**config.mk**
```make
export PLATFORM = sky130hd
export DESIGN_NAME = io_input_debounce
export DESIGN_NICKNAME = d
export VERILOG_FILES = /design/src/rtl/io_input_debounce.sv
export SDC_FILE = /design/constraint.sdc
export NUM_CORES = 1
export LEC_CHECK = 0
export ABC_AREA = 0
export CORE_UTILIZATION = 45
export DETAILED_ROUTE_END_ITERATION = 10
export PLACE_DENSITY = 0.76
export SLEW_MARGIN = 40
export SYNTH_ARGS = -nofsm -noshare
export SYNTH_HDL_FRONTEND = slang
export SYNTH_SLANG_ARGS = --single-unit
```
**constraint.sdc**
```tcl
create_clock -name i_clk -period 2.11 [get_ports i_clk]
set_input_delay 0.633 -clock i_clk [delete_from_list [all_inputs] [get_ports i_clk]]
set_output_delay 0.633 -clock i_clk [all_outputs]
set_load 0.05 [all_outputs]
```
**src/rtl/io_input_debounce.sv**
```systemverilog
// io_input_debounce: conditions raw board switch and push-button pins before
// they reach the core. Each pin is synchronised through two flops, button
// polarity is normalised so that 1 always means pressed, and every bit is then
// debounced against a shared sample tick. Buttons also produce one-cycle press
// and release pulses that are aligned with the debounced level.
module io_input_debounce #(
  parameter int SW_W           = 32,
  parameter int BTN_W          = 4,
  parameter int TICK_CYCLES    = 50000,
  parameter int STABLE_TICKS   = 4,
  parameter bit BTN_ACTIVE_LOW = 1'b1
) (
  input  logic             i_clk,
  input  logic             i_rst_n,
  input  logic [SW_W-1:0]  i_sw_raw,
  input  logic [BTN_W-1:0] i_btn_raw,
  output logic [SW_W-1:0]  o_io_sw,
  output logic [BTN_W-1:0] o_io_btn,
  output logic [BTN_W-1:0] o_btn_press,
  output logic [BTN_W-1:0] o_btn_release
);

  // Switches occupy the low bits of the combined vector and buttons the high
  // bits, so one debounce loop can serve every bit.
  localparam int N  = SW_W + BTN_W;
  localparam int TW = (TICK_CYCLES > 1) ? $clog2(TICK_CYCLES) : 1;
  localparam int CW = $clog2(STABLE_TICKS) + 1;

  // A released button sits at logic 1 on the pin when it is active-low.
  localparam logic [BTN_W-1:0] BTN_IDLE = {BTN_W{BTN_ACTIVE_LOW}};

  logic [SW_W-1:0]  sw_meta;
  logic [SW_W-1:0]  sw_sync;
  logic [BTN_W-1:0] btn_meta;
  logic [BTN_W-1:0] btn_sync;
  logic [BTN_W-1:0] btn_norm;
  logic [N-1:0]     synced;

  logic [TW-1:0]    tick_cnt;
  logic             tick;

  logic [N-1:0]     level_q;
  logic [N-1:0]     level_d;
  logic [CW-1:0]    cnt_q [N];
  logic [CW-1:0]    cnt_d [N];

  logic [BTN_W-1:0] press_q;
  logic [BTN_W-1:0] release_q;

  // Two-flop synchronisers, reset to the inactive pin level so that no
  // disagreement is seen when reset releases with the pins idle.
  always_ff @(posedge i_clk or negedge i_rst_n) begin
    if (!i_rst_n) begin
      sw_meta  <= '0;
      sw_sync  <= '0;
      btn_meta <= BTN_IDLE;
      btn_sync <= BTN_IDLE;
    end else begin
      sw_meta  <= i_sw_raw;
      sw_sync  <= sw_meta;
      btn_meta <= i_btn_raw;
      btn_sync <= btn_meta;
    end
  end

  assign btn_norm = BTN_ACTIVE_LOW ? ~btn_sync : btn_sync;
  assign synced   = {btn_norm, sw_sync};

  // Free-running sample-tick counter shared by every bit.
  always_ff @(posedge i_clk or negedge i_rst_n) begin
    if (!i_rst_n) begin
      tick_cnt <= '0;
    end else if (tick) begin
      tick_cnt <= '0;
    end else begin
      tick_cnt <= tick_cnt + 1'b1;
    end
  end

  assign tick = (tick_cnt == TW'(TICK_CYCLES - 1));

  // Per-bit debounce: any agreement clears progress, and each tick that sees
  // disagreement advances it until the new level is accepted.
  always_comb begin
    level_d = level_q;
    cnt_d   = cnt_q;
    for (int i = 0; i < N; i++) begin
      if (synced[i] == level_q[i]) begin
        cnt_d[i] = '0;
      end else if (tick) begin
        if (cnt_q[i] == CW'(STABLE_TICKS - 1)) begin
          level_d[i] = synced[i];
          cnt_d[i]   = '0;
        end else begin
          cnt_d[i] = cnt_q[i] + 1'b1;
        end
      end
    end
  end

  // Debounced levels, counters and edge pulses all update from the same
  // next-state, so a pulse lines up with the first cycle of its new level.
  always_ff @(posedge i_clk or negedge i_rst_n) begin
    if (!i_rst_n) begin
      level_q   <= '0;
      press_q   <= '0;
      release_q <= '0;
      for (int i = 0; i < N; i++) begin
        cnt_q[i] <= '0;
      end
    end else begin
      level_q   <= level_d;
      press_q   <= level_d[N-1:SW_W] & ~level_q[N-1:SW_W];
      release_q <= ~level_d[N-1:SW_W] & level_q[N-1:SW_W];
      for (int i = 0; i < N; i++) begin
        cnt_q[i] <= cnt_d[i];
      end
    end
  end

  assign o_io_sw       = level_q[SW_W-1:0];
  assign o_io_btn      = level_q[N-1:SW_W];
  assign o_btn_press   = press_q;
  assign o_btn_release = release_q;

endmodule

```
Gate-type map:
Scale: 2 px per µm.
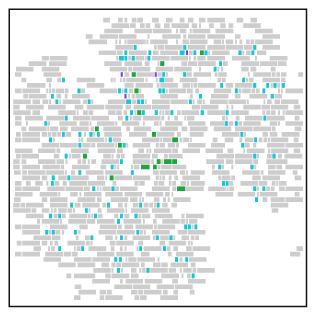
[aoi and oai cells] cyan | cells: 117 | most used: a21oi_1 | where: spread over the die
[inv cells] purple | cells: 4 | most used: inv_1 | where: north
[and/or cells] green | cells: 17 | most used: or3_1 | where: centre

Cell sizes after repair:
Scale: 2 px per µm.
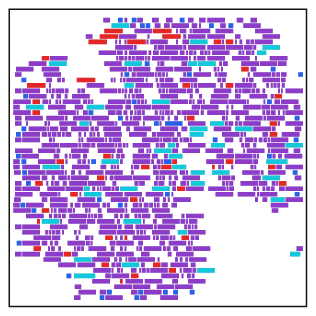
[x3 and x4] blue | cells: 48 | share: 5.2% | most used: buf_4
[x2] red | cells: 46 | share: 5.0% | most used: mux2_2
[x1 and smaller] purple | cells: 789 | share: 85% | most used: dfrtp_1
[x6 and larger] cyan | cells: 43 | share: 4.6% | most used: clkbuf_16

Congestion heat map:
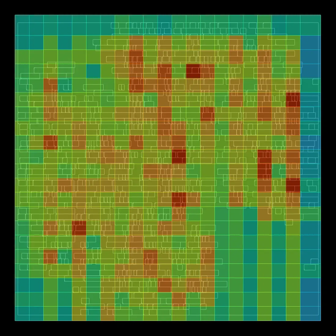
met1 track utilization from global routing: 20.0%
mean routed wirelength per cell: 13.5 µm

The metal 3 layer:
Scale: 3 px per µm.
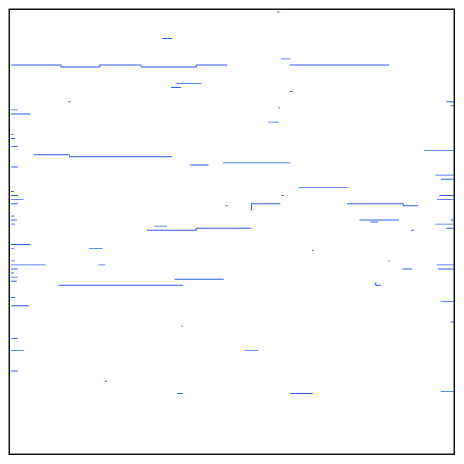
main direction: horizontal
share of all routed wire: 3.2%

==> power by group through the flow <==
stage | Clock [mW] | Combinational, mW | Sequential, mW
after CTS | 4.51 | 0.236 | 4.71
after global routing | 4.70 | 0.256 | 4.72
after floorplan | 0 | 0.0482 | 4.79
after global placement | 0 | 0.233 | 4.79
final | 4.39 | 0.225 | 4.71
after detailed placement | 0 | 0.234 | 4.80
==> Yosys cell counts, drive strengths merged <==
| master | instances |
|---|---|
| dfstp | 8 |
| and3 | 3 |
| and4bb | 2 |
| nor2 | 39 |
| buf | 21 |
| inv | 4 |
| nand3b | 27 |
| clkbuf | 5 |
| nor3 | 7 |
| a211oi | 4 |
| a21oi | 104 |
| xnor2 | 38 |
| nor4b | 1 |
| nand2b | 59 |
| ha | 37 |
| nand3 | 38 |
| mux2 | 32 |
| xor2 | 11 |
| nor2b | 10 |
| a22o | 1 |
| dfrtp | 232 |
| or3 | 9 |
| nand4 | 4 |
| o21ai | 9 |
| nand2 | 98 |
| nor4 | 2 |
| and4 | 2 |
| and2 | 1 |
==> layout make-up <==
class / count / area share, %
well taps: 270 / 2.92
flip-flops and latches: 240 / 52.0
multi-input cells: 538 / 29.6
clock buffers: 38 / 6.27
repair buffers: 98 / 8.09
inverters: 4 / 0.130
clock inverters: 8 / 0.942
==> per-stage QoR <==
stage          cell area, µm²  hold WS [ps]  setup TNS [ps]  std cells
4_1_cts                 11500           345               0       1196
3_3_place_gp            10700           332               0       1149
5_1_grt                 11600           351           -1.87       1196
3_5_place_dp            10700           335               0       1149
6_report                11600           342               0       1196
2_1_floorplan            9580           331               0        808
==> path summary, 6_finish.rpt <==
kind / endpoint / start / slack, ps
max: cnt_q[3] / tick_cnt[0] / 100
min: sw_sync[11] / sw_meta[11] / 340
max reg2reg: cnt_q[3] / tick_cnt[0] / 100
min reg2reg: sw_sync[11] / sw_meta[11] / 340
max in group asynchronous: sw_meta[18] / i_rst_n / 890
min in group asynchronous: sw_meta[25] / i_rst_n / 520
==> routing by layer <==
layer / vias up / global-route usage (%) / part of all wire (%)
met5: - / 0 / 0
met4: 0 / 4.38 / 2.3
met1: 2947 / 20.0 / 46
met3: 29 / 2.56 / 3.2
li1: 2945 / - / -
met2: 96 / 26.8 / 48
==> what timing repair did <==
item                       CTS  global route
hold endpoints to repair    10             0
resized                      6             4
hold buffers                 1             0
buffers inserted             0             0
setup endpoints to repair    6            19
pin swaps                    0             1
==> cell families (layout without fill, tap and decap cells) <==
family                     after synthesis  count (layout)  synth area share, %
and+or+nand+nor                        302             302                 16.2
DFF                                    240             240                 62.8
AOI/OAI and AO/OA                      118             118                 6.31
xor gates and xnor gates                49              49                 4.48
adders and majority gates               37              37                 4.83
muxes                                   32              32                 3.76
buffers and inverters                   30             148                 1.59
==> registers in the layout, indices dropped and copies added (netlist names) <==
| register | flops |
|---|---|
| btn_meta | 4 |
| btn_sync | 4 |
| cnt_q | 108 |
| level_q | 36 |
| o_btn_press | 4 |
| o_btn_release | 4 |
| sw_meta | 32 |
| sw_sync | 32 |
| tick_cnt | 16 |
==> results.txt <==
Results of an implementation run.

The clock network fraction of total power is 47.0%. The number of detailed-route iterations in the first pass is 4. The worst setup path is launched from a register.

The run finished with clean final reports. Entering global routing, the biggest net connects 94 pins. According to the floorplan report, the total die area is 0.0219 mm².

The overflow left after global routing is 0. Per the layout area report, the combinational gate area comes to 0.00342 mm². In the layout the commonest cells are 232 x sky130_fd_sc_hd__dfrtp_1, 104 x sky130_fd_sc_hd__a21oi_1, 98 x sky130_fd_sc_hd__nand2_1.

For this design the top-level I/O count stands at 82. Registers take 0.00602 mm². The analysis attributes to cell leakage a power of 5.26 nW. The final setup violation count is 0. The type of the most critical hold path is register to register. The final standard cell utilization of the core is 56.2%. In the final report, the number of hold violations comes to 0. Buffers placed on the I/O ports in this run total 81. According to the timing report, the data required time at the worst endpoint equals 2550 ps. The number of cells on the worst reg-to-reg path is 7. Walking the critical path from launch to capture passes 7 cell instances. At the worst endpoint, the arrival time is 2450 ps.

The worst-case IR drop observed on VDD is 0.712 mV. Synthesis produced a netlist with a net count of 883. The post-synthesis instance area is 0.00958 mm². For reference, the critical path cell chain is ha_4 > and3_2 > nand4_1 > buf_6 > buf_4 > or3_1 > a21oi_1. The first-pass GRT wire length is 28.2 mm.

The clock edge transition at the registers on the reported setup and hold paths is 60 ps. The wire length recorded after detailed routing is 16.1 mm. From synthesis to final layout, the design area changed by 20.7%. Static timing analysis puts the maximum clock frequency at 0.499 GHz. The maximum fanout along the worst path is 15. The final max-slew violation count is 0. The tree built by TritonCTS fans out to 240 sinks. The fraction of power spent switching nets is 20.6%. In this run the tightest slew margin relative to its limit is 67.3%. The worst-case clock skew is 14.4 ps. The switching component of the power was reported as 1.92 mW.

The placed wire-length estimate after detailed placement is 10.3 mm. The net count of the finished layout is 982. The instance tally after logic synthesis is 808. The clock tree from TritonCTS is built. The antenna violation net count after detailed routing is 0. Of the total power, combinational logic draws 2.4%.

The total area inside the core boundary comes to 0.0206 mm². Counting the warning lines in the Yosys log gives 0. In the hold timing report, the worst path depth is 0. The mean post-synth cell area is 11.9 µm². The via count of the first global-routing pass was 6337. Per the OpenROAD floorplan log, the width of the die is 148 µm. The script parses the final routing iteration and logs DRC violations as 0.

After synthesis, the design contains 808 cells according to Yosys. For this run, the script counts the antenna cells in the layout as 0. Clock latency on the worst-skew pair, taken at its later pin, is 530 ps. The via count is 6017.

Overall routing resource usage recorded by global route was 15.5%. The final worst-path setup slack is 105 ps. The clock buffer count from CTS is 25. Per the post-place timing report, worst setup slack is 50.5 ps. The share of the core filled by cells before placement is 46.6%. The worst setup path is captured at a register.

The script logs the ratio of routed vias to standard cells as 5.03. The violation count after the first detailed-routing iteration is 252. The buffer cell driving the clock tree root is sky130_fd_sc_hd__clkbuf_16.

The warning total across the stage logs is 26. The synthesized flop and latch total is 240. The largest total area in the synthesized netlist belongs to sky130_fd_sc_hd__dfrtp_1. The initial antenna violation count came to 0. The cell type of the slowest stage on the worst timing path is sky130_fd_sc_hd__dfrtp_1.

The power report attributes to the sequential group a share of 50.5%. The final critical path time including I/O delays and setup is 2010 ps. The power per cell area is 807 mW/mm². The top cell type in the final layout, fill and taps aside, is sky130_fd_sc_hd__dfrtp_1. The ratio of cells with drive above 1 in the final layout is 14.8%.

The final period utilization is 95.0%. After synthesis, the chip area reported by Yosys is 0.00958 mm².
Power is estimated from default activity; no workload was simulated.
